File: src/rtl/debouncer_multi.sv
// Multi-channel switch debouncer: 2-flop sync, stable-window filter, rise/fall ticks; long-press ticks when DEBOUNCER_MULTI_LONG_EN is defined.
// Latency: level and ticks change SyncStages+Window edges after a clean input step; long tick LongCycles after rise.
// Backpressure: none, free-running per channel; every output is a registered level or one-cycle pulse.
module debouncer_multi #(
    parameter int   Channels   = 4,
    parameter int   ClkRate    = 10_000_000,
    parameter int   Baud       = 10_000,
    parameter int   SyncStages = 2,
    parameter logic IdleLevel  = 1'b0,
    parameter int   LongCycles = 1_000_000
) (
    input  logic                clk,
    input  logic                rst,
    input  logic [Channels-1:0] sw_i,
    output logic [Channels-1:0] db_level_o,
    output logic [Channels-1:0] db_rise_o,
    output logic [Channels-1:0] db_fall_o,
    output logic                db_any_o,
    output logic [Channels-1:0] db_long_o
);

    localparam int Window = ClkRate / Baud;
    localparam int CntW   = (Window > 1) ? $clog2(Window) : 1;
    localparam logic [CntW-1:0] CntLast = CntW'(Window - 1);
    localparam logic [CntW-1:0] CntOne  = CntW'(1);

    generate
        if (Channels < 1) begin : g_bad_channels
            $error("debouncer_multi: Channels must be >= 1");
        end
        if (Window < 2) begin : g_bad_window
            $error("debouncer_multi: ClkRate/Baud must be >= 2");
        end
        if (SyncStages < 2) begin : g_bad_sync
            $error("debouncer_multi: SyncStages must be >= 2");
        end
        if (LongCycles < 1) begin : g_bad_long
            $error("debouncer_multi: LongCycles must be >= 1");
        end
    endgenerate

    logic [Channels-1:0][SyncStages-1:0] sync_q;
    logic [Channels-1:0][CntW-1:0]       cnt_q;
    logic [Channels-1:0][CntW-1:0]       cnt_d;
    logic [Channels-1:0]                 s;
    logic [Channels-1:0]                 level_d;
    logic [Channels-1:0]                 rise_d;
    logic [Channels-1:0]                 fall_d;

    always_comb begin
        s       = '0;
        cnt_d   = '0;
        level_d = db_level_o;
        rise_d  = '0;
        fall_d  = '0;
        for (int ch = 0; ch < Channels; ch++) begin
            s[ch] = sync_q[ch][SyncStages-1];
            // Any cycle where s agrees with the accepted level restarts the window.
            if (s[ch] != db_level_o[ch]) begin
                if (cnt_q[ch] == CntLast) begin
                    level_d[ch] = s[ch];
                    rise_d[ch]  = s[ch];
                    fall_d[ch]  = ~s[ch];
                end else begin
                    cnt_d[ch] = cnt_q[ch] + CntOne;
                end
            end
        end
    end

    always_ff @(posedge clk) begin
        if (rst) begin
            sync_q     <= {(Channels * SyncStages){IdleLevel}};
            db_level_o <= {Channels{IdleLevel}};
            cnt_q      <= '0;
            db_rise_o  <= '0;
            db_fall_o  <= '0;
            db_any_o   <= 1'b0;
        end else begin
            for (int ch = 0; ch < Channels; ch++) begin
                sync_q[ch] <= {sync_q[ch][SyncStages-2:0], sw_i[ch]};
            end
            db_level_o <= level_d;
            cnt_q      <= cnt_d;
            db_rise_o  <= rise_d;
            db_fall_o  <= fall_d;
            db_any_o   <= |(rise_d | fall_d);
        end
    end

`ifdef DEBOUNCER_MULTI_LONG_EN
    localparam int LongW = $clog2(LongCycles + 1);
    localparam logic [LongW-1:0] LongLast = LongW'(LongCycles - 1);
    localparam logic [LongW-1:0] LongSat  = LongW'(LongCycles);
    localparam logic [LongW-1:0] LongOne  = LongW'(1);

    logic [Channels-1:0][LongW-1:0] lcnt_q;
    logic [Channels-1:0][LongW-1:0] lcnt_d;
    logic [Channels-1:0]            long_d;

    always_comb begin
        lcnt_d = lcnt_q;
        long_d = '0;
        for (int ch = 0; ch < Channels; ch++) begin
            if (rise_d[ch]) begin
                lcnt_d[ch] = '0;
            end else if (db_level_o[ch]) begin
                // Saturating one past the tick point keeps the pulse single until re-armed by a rise.
                if (lcnt_q[ch] == LongLast) begin
                    long_d[ch] = 1'b1;
                end
                if (lcnt_q[ch] != LongSat) begin
                    lcnt_d[ch] = lcnt_q[ch] + LongOne;
                end
            end
        end
    end

    always_ff @(posedge clk) begin
        if (rst) begin
            lcnt_q    <= '0;
            db_long_o <= '0;
        end else begin
            lcnt_q    <= lcnt_d;
            db_long_o <= long_d;
        end
    end
`else
    assign db_long_o = '0;
`endif

endmodule

File: config.mk
export PLATFORM = sky130hd
export DESIGN_NAME = debouncer_multi
export DESIGN_NICKNAME = d
export VERILOG_FILES = /design/src/rtl/debouncer_multi.sv
export SDC_FILE = /design/constraint.sdc
export NUM_CORES = 1
export LEC_CHECK = 0
export ABC_AREA = 1
export CAP_MARGIN = 0
export CORE_MARGIN = 5
export CORE_UTILIZATION = 45
export DETAILED_ROUTE_END_ITERATION = 10
export GPL_TIMING_DRIVEN = 0
export HOLD_SLACK_MARGIN = 0.05
export PLACE_DENSITY = 0.67
export SLEW_MARGIN = 20
export SYNTH_ARGS = -nofsm -noshare
export SYNTH_HDL_FRONTEND = slang
export SYNTH_SLANG_ARGS = --single-unit
export TNS_END_PERCENT = 50
File: constraint.sdc
create_clock -name clk -period 1.1 [get_ports clk]
set_input_delay 0.275 -clock clk [delete_from_list [all_inputs] [get_ports clk]]
set_output_delay 0.275 -clock clk [all_outputs]
set_load 0.05 [all_outputs]
Fig. 1: run 1, signal wires by layer
(4 px per um) Only two layers are drawn.
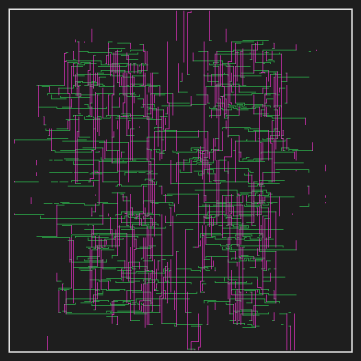
green -> metal 1  # wire length 2260 um
magenta -> metal 2  # wire length 2380 um
Post-Route WL: 5020 um
gr usage total: 15.0%

Fig. 2: run 1, cell outlines without signal wires
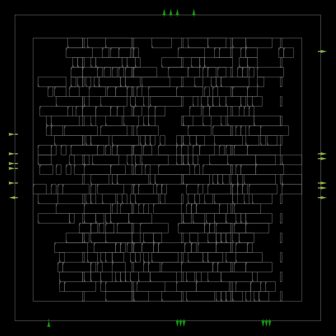
Final Util: 65.1%
sequential share of cell area: 35.6%
final non-filler cell total: 448

==> results.txt, run 1 <==
run results: Seq group approximately 2.2 mW, DR DRC count 0, antenna violations before repair 0, Synth async-reset ratio 0%, Worst EP arrival 1450 ps, largest net degree at the start of global routing 11, startpoint class of the critical path flip-flop, Post-synth EDFFs 0, # H-tree levels 3, flops out of synthesis 61, count of tool warnings 29, area fraction in compound gates between 4 and 5%, Worst-path clk slew about 60 ps, root buffer cell clkbuf_8, failing checks setup timing, Adders+Majority by Area under 10%, top cells by count 61 x dfxtp_1, 60 x nor2_1, 57 x nand2_1, 38 x inv_1, 20 x nand3_1, most frequent logic cell in the layout nand2_1, Cell Area, Synth 0.00255 mm^2, buffering overhead between 10% and 20%, Buffers, non-clock 35, Hold Path Stages 2, combinational gate count about 220, Final setup viols 42, peak supply drop 0.000668 V, max cap viols 0, inverters 41, router iterations before antenna repair 4, Max-area cell share 47.8%, switching portion of total power between 20% and 30%, final-layout clock buffer total 15, FMAX 0.846 GHz, Placed Cells incl. Taps around 420, # Taps roughly 72, RSZ-0062 raised after global routing yes, first-pass GRT wire length 8740 um, Distinct lib cells used 32, # IOs 23, Lkg Pwr 1.32 nW, total power 4.13 mW, cycle use final 107%, registers 61, P_comb between 0.15 and 0.2 mW, gpl congestion approximately 0.77, grt total ovfl 0, antenna cells 0, Die Size slightly above 0.007 mm^2, Top FF cell, synth dfxtp_1, via count 2111, power density cells 1150 mW/mm^2, Crit Path Category flip-flop to flip-flop, Gate Area 0.00151 mm^2, CP required 1360 ps, Final Hold Viols 0, Hold Crit Class flip-flop to flip-flop, CTS Sinks 61, num rows 27, Slew Viols, Final 0, mux frac, synth 0%, clk buf depth 2, ANT nets after route 0, logic share of the area 42.1%, maximum net fanout on the critical path 4, cell count of the worst reg-to-reg path 6, Seq. cell area 0.00128 mm^2, DP HPWL 3030 um, Max power group sequential cells, Mean Syn Cell Area 7.90 um^2, area delta synth->final 40.5%, number of DRC markers in iteration 0 84, cts bufs inserted 9, Comb power frac roughly 3.8%, Syn. warnings 0, fillers approximately 450, FP Core Util 46.4%, Flop pwr share 53.7%, Core Box Area 0.00551 mm^2, CTS tree yes, Int Power 3.21 mW, nets 381, status finished with violations, DR WL/cell 11.2 um, Largest logic family simple AND/OR/NAND/NOR gates, clk latency late pin 330 ps, simple-gate portion of the synthesized area between 30% and 40%, Power Clock between 1.5 and 2 mW, layout cells sized above 1 38.6%, Layout clock area frac 4.78%, vias in the first global route 2035, crit end category flip-flop, setup ws final -81.4 ps, Net Switching 0.922 mW, Clock Power Share a little over two fifths, Vias/cell 4.71, Clock Skew between 5 and 6 ps, Leading cell kind multi-input combinational cells, Top area cell types dfxtp_1 48%, nor2_1 8.8%, nand2_1 8.4%, inv_1 5.6%, nand3_1 3.9%, most numerous logic cells after layout 50 x nand2_1, 47 x nor2_1, 34 x inv_1, 33 x dfxtp_1, 20 x dfxtp_2, Post-Syn Instances 323, final critical-path required period 1180 ps, register share after synthesis 47.8%, # Cells Yosys between 300 and 400, most numerous cell in the Yosys netlist dfxtp_1, most area-hungry cell type in the Yosys netlist dfxtp_1, Yosys Chip Area about 0.0026 mm^2, Post-Synth XOR/XNOR Area 5.15%
Fig. 3: run 1, ports around the boundary
(6 px per um) Pins as bars across the die edge, other pins in gray.
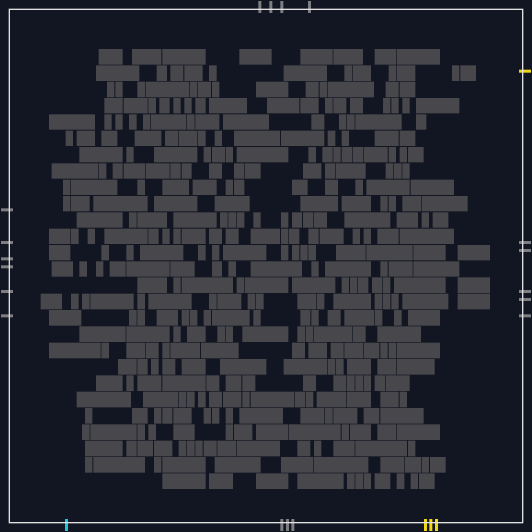
cyan -> `clk`  # pins 1, direction input, edge bottom
yellow -> `db_long_o`  # pins 4, direction output, edge 3 bottom, 1 right
all pins by edge = 7 bottom, 6 right, 6 left, 4 top
Die X: 85.3 um
Buffers on Ports: 18
die height: 85.3 um

-- run 1: sequential cells by signal (all words and copies together), names as in the netlist --
register / cells
db_any_o: 1
db_rise_o: 4
cnt_q: 40
db_fall_o: 4
db_level_o: 4
s: 4
sync_q: 4
-- run 1: through the flow --
| step | setup WS [ps] | hold slack [ps] | TNS (ps) | area [um^2] | utilization (%) |
|---|---|---|---|---|---|
| after floorplan | -40.1 | 382 | -92.0 | 2620 | - |
| after global placement | -455 | 391 | -21260 | 2890 | 52.4 |
| after detailed placement | -503 | 396 | -22330 | 2890 | 52.4 |
| after CTS | -87.1 | 404 | -839 | 3390 | 61.6 |
| after global routing | -150 | 419 | -5040 | 3590 | 65.1 |
| final | -81.4 | 404 | -865 | 3590 | 65.1 |
-- run 1: final timing paths --
path              startpoint  slack [ps]        to
setup / recovery    cnt_q[0]         -80  cnt_q[5]
hold / removal     sync_q[6]         400      s[3]
setup reg to reg    cnt_q[0]         -80  cnt_q[5]
hold reg to reg    sync_q[6]         400      s[3]
-- run 1: repair_timing --
item                       CTS  global route
hold buffers                 0             0
setup buffers                8             4
pin swaps                   20            16
hold endpoints to repair     0             0
gates resized              150            52
setup endpoints to repair   62            66
gates cloned                 4             0
-- run 1: worst max-delay path, stage by stage (launching register included) --
cell and delay, ps:
dfxtp_2 350, buf_4 120, nand3_2 130, nor2_4 120, nand2_1 70, or2_0 220, a21oi_2 120
-- run 1: routing by layer --
| metal | share of wire (%) | vias up | track usage [%] |
|---|---|---|---|
| met3 | 4.7 | 15 | 4.56 |
| li1 | - | 1109 | - |
| met5 | 0 | - | 0 |
| met1 | 45 | 950 | 17.8 |
| met4 | 2.9 | 0 | 8.20 |
| met2 | 47 | 37 | 24.2 |
--- run 2 (diff from run 1) ---
CORE_MARGIN = default   (was 5)
PLACE_DENSITY = default   (was 0.67)
clock period = 1.5 ns   (was 1.1 ns; I/O delays follow)
Fig. 4: run 2, signal wires by layer
(4 px per um) Only two layers are drawn.
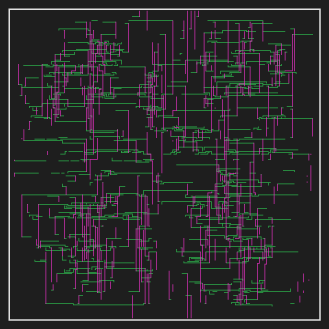
green -> metal 1  # wire length 2040 um
magenta -> metal 2  # wire length 1770 um
via count: 1944
Post-Route WL: 4070 um
DR WL/cell: 9.42 um
gr usage total: 16.3%

==> run 2 against run 1 <==
  * The flow now finishes without violations
  * Via count fell by 7.9%
  * Register-to-register slack improved by 190 ps
  * Combinational power is 45% lower
  * Area after synthesis is the same
  * Core utilization decreased by 10 points
  * Non-clock buffer count shrank 12
  * Total power down 25%
==> results.txt, run 2 <==
run results: status finished, final reports clean, power density cells 1020 mW/mm^2 (-11%), most numerous cell in the Yosys netlist dfxtp_1, most numerous logic cells after layout 61 x dfxtp_1, 59 x nor2_1, 57 x nand2_1, 38 x inv_1, 20 x nand3_1, Synth async-reset ratio 0% (unchanged), Adders+Majority by Area 1.96% (unchanged), startpoint class of the critical path flip-flop, Yosys Chip Area 0.00255 mm^2 (unchanged), Flop pwr share 53.1% (-0.6 points), most frequent logic cell in the layout dfxtp_1, DR DRC count 0 (unchanged), CP Depth 1 (-5), Top FF cell, synth dfxtp_1, clk latency late pin 330 ps (about the same), Syn. warnings 0 (unchanged), Post-synth EDFFs 0 (unchanged), FMAX 0.718 GHz, DP HPWL 2890 um (-4.8%), Final Hold Viols 0 (unchanged), number of DRC markers in iteration 0 61 (-27%), Buffers on Ports 18 (unchanged), first-pass GRT wire length 7670 um (-12%), CTS tree yes, placed instance area 0.00283 mm^2 (-1.8%), Hold Crit Class flip-flop to flip-flop, cell count of the worst reg-to-reg path 6 (unchanged), clk buf depth 2 (unchanged), crit end category primary output, # IOs 23 (unchanged), Distinct lib cells used 32 (unchanged), ANT nets after route 0 (unchanged), Worst EP arrival 1020 ps (-430 ps), Max-area cell share 47.8% (unchanged), die height 77.3 um (-9.4%), Core Box Area 0.00547 mm^2 (-0.61%), Comb power frac 2.8% (-1.0 points), setup ws final 108 ps (+189 ps), # Cells Yosys 323 (unchanged), simple-gate portion of the synthesized area 33.1% (unchanged), area fraction in compound gates 4.61% (unchanged), Final setup viols 0 (-100%), cts bufs inserted 9 (unchanged), fillers 536 (+18%), Hold Crit Start sync_q[4], Largest Register cnt_q, register share after synthesis 47.8% (unchanged), CTS Sinks 61 (unchanged), critical-path cell list clkdlybuf4s15_2, Vias/cell 4.50 (-4.5%), grt total ovfl 0 (unchanged), FP Core Util 46.6% (+0.29 points), flops out of synthesis 61 (unchanged), max cap viols 0 (unchanged), # H-tree levels 3 (unchanged), maximum net fanout on the critical path 1 (-3), RSZ-0062 raised after global routing yes, Worst-path clk slew 60 ps (about the same), peak supply drop 0.000516 V (-23%), top cells by count 61 x dfxtp_1, 60 x nor2_1, 57 x nand2_1, 38 x inv_1, 20 x nand3_1, DP Worst Slack -168 ps (+335 ps), area delta synth->final 18.2%, worst r2r src cnt_q[30], Slew Viols, Final 0 (unchanged), reg2reg end cnt_q[32], vias in the first global route 1801 (-11%), post-CTS setup buffer count 0 (-8), antenna violations before repair 0 (unchanged), antenna cells 0 (unchanged), Post-Synth XOR/XNOR Area 5.15% (unchanged), critical path's slowest cell clkdlybuf4s15_2, Int Power 2.45 mW (-24%), Mean Syn Cell Area 7.90 um^2 (unchanged), layout cells sized above 1 16.7% (-22 points), cycle use final 92.8%, hold path endpoint s[2], Die Size 0.00598 mm^2 (-18%), largest net degree at the start of global routing 11 (unchanged), switching portion of total power 20.8% (-1.5 points), Post-Syn Instances 323 (unchanged), CP peak stage delay 370 ps (+20 ps), max reg flops 40 (unchanged), Clock Skew 4.57 ps (-0.524 ps), Crit Path Category flip-flop to primary output, Top delay family on crit path buffers and inverters, mux frac, synth 0% (unchanged), Largest logic family simple AND/OR/NAND/NOR gates, Cell Area, Synth 0.00255 mm^2 (unchanged), Clock Power Share 44.1% (+1.7 points), root buffer cell clkbuf_8, CTS resizes 42 (-72%), total power 3.09 mW (-25%), Die X 77.3 um (-9.4%), Buf/Inv on CP 1 (unchanged), num rows 27 (unchanged), Lkg Pwr 1.10 nW (-16%), most area-hungry cell type in the Yosys netlist dfxtp_1, reg2reg setup slack 110 ps (+190 ps), CP required 1120 ps (-240 ps), gpl congestion 0.768 (-0.49%), nets 365 (-4.2%), Net Switching 0.643 mW (-30%), CTS hold repair buffers 0 (unchanged), Hold Path Stages 2 (unchanged), Top area cell types dfxtp_1 48%, nor2_1 8.8%, nand2_1 8.4%, inv_1 5.6%, nand3_1 3.9%, setup TNS 0 ps (+865 ps), router iterations before antenna repair 4 (unchanged), final critical-path required period 1390 ps, fin area 0.00302 mm^2 (-16%), count of tool warnings 27 (-6.9%)
[run 2: cell counts after synthesis]
Identical to the previous run, type by type.
[run 2: per-stage QoR]
| step | hold slack, ps | utilization [%] | std cells |
|---|---|---|---|
| floorplan | 388 | - | 326 |
| global placement | 395 | 51.8 | 416 |
| detailed placement | 394 | 51.8 | 416 |
| CTS | 407 | 55.4 | 432 |
| global route | 436 | 55.1 | 432 |
| finish | 406 | 55.1 | 432 |
[run 2: power by group through the flow]
stage          Combinational (mW)  Sequential, mW  Clock (mW)
6_report                   0.0870            1.64        1.36
4_1_cts                    0.0874            1.64        1.41
3_5_place_dp               0.0869            1.68           0
2_1_floorplan              0.0649            1.67           0
5_1_grt                    0.0980            1.64        1.48
3_3_place_gp               0.0870            1.68           0
[run 2: final cells by class]
cell class                      instances  area (um^2)  area share, %
Sequential cell                        61         1220           40.5
Tap cell                               72         90.1           2.99
Clock buffer                           16          190           6.30
Buffer                                  5         33.8           1.12
Multi-Input combinational cell        220         1160           38.5
Inverter                               40          150           4.98
Timing Repair Buffer                   18          171           5.68
[run 2: worst max-delay path by stage]
stage                     slack, ps            end          start
after floorplan                 150      cnt_q[17]  db_level_o[1]
after global routing            -20      cnt_q[35]      cnt_q[30]
final                           110       db_any_o       db_any_o
after global placement         -160  db_level_o[3]            rst
after detailed placement       -170  db_level_o[3]            rst
after CTS                         3  db_level_o[0]  db_level_o[0]
[run 2: per-layer routing]
| metal | global-route usage, % | vias to the layer above | share of wire [%] |
|---|---|---|---|
| met3 | 4.52 | 11 | 3.7 |
| li1 | - | 1071 | - |
| met4 | 10.2 | 0 | 2.4 |
| met1 | 21.0 | 835 | 50 |
| met5 | 0 | - | 0 |
| met2 | 23.8 | 27 | 44 |
Power figures rest on the tool's default switching activity, not on a simulated workload.
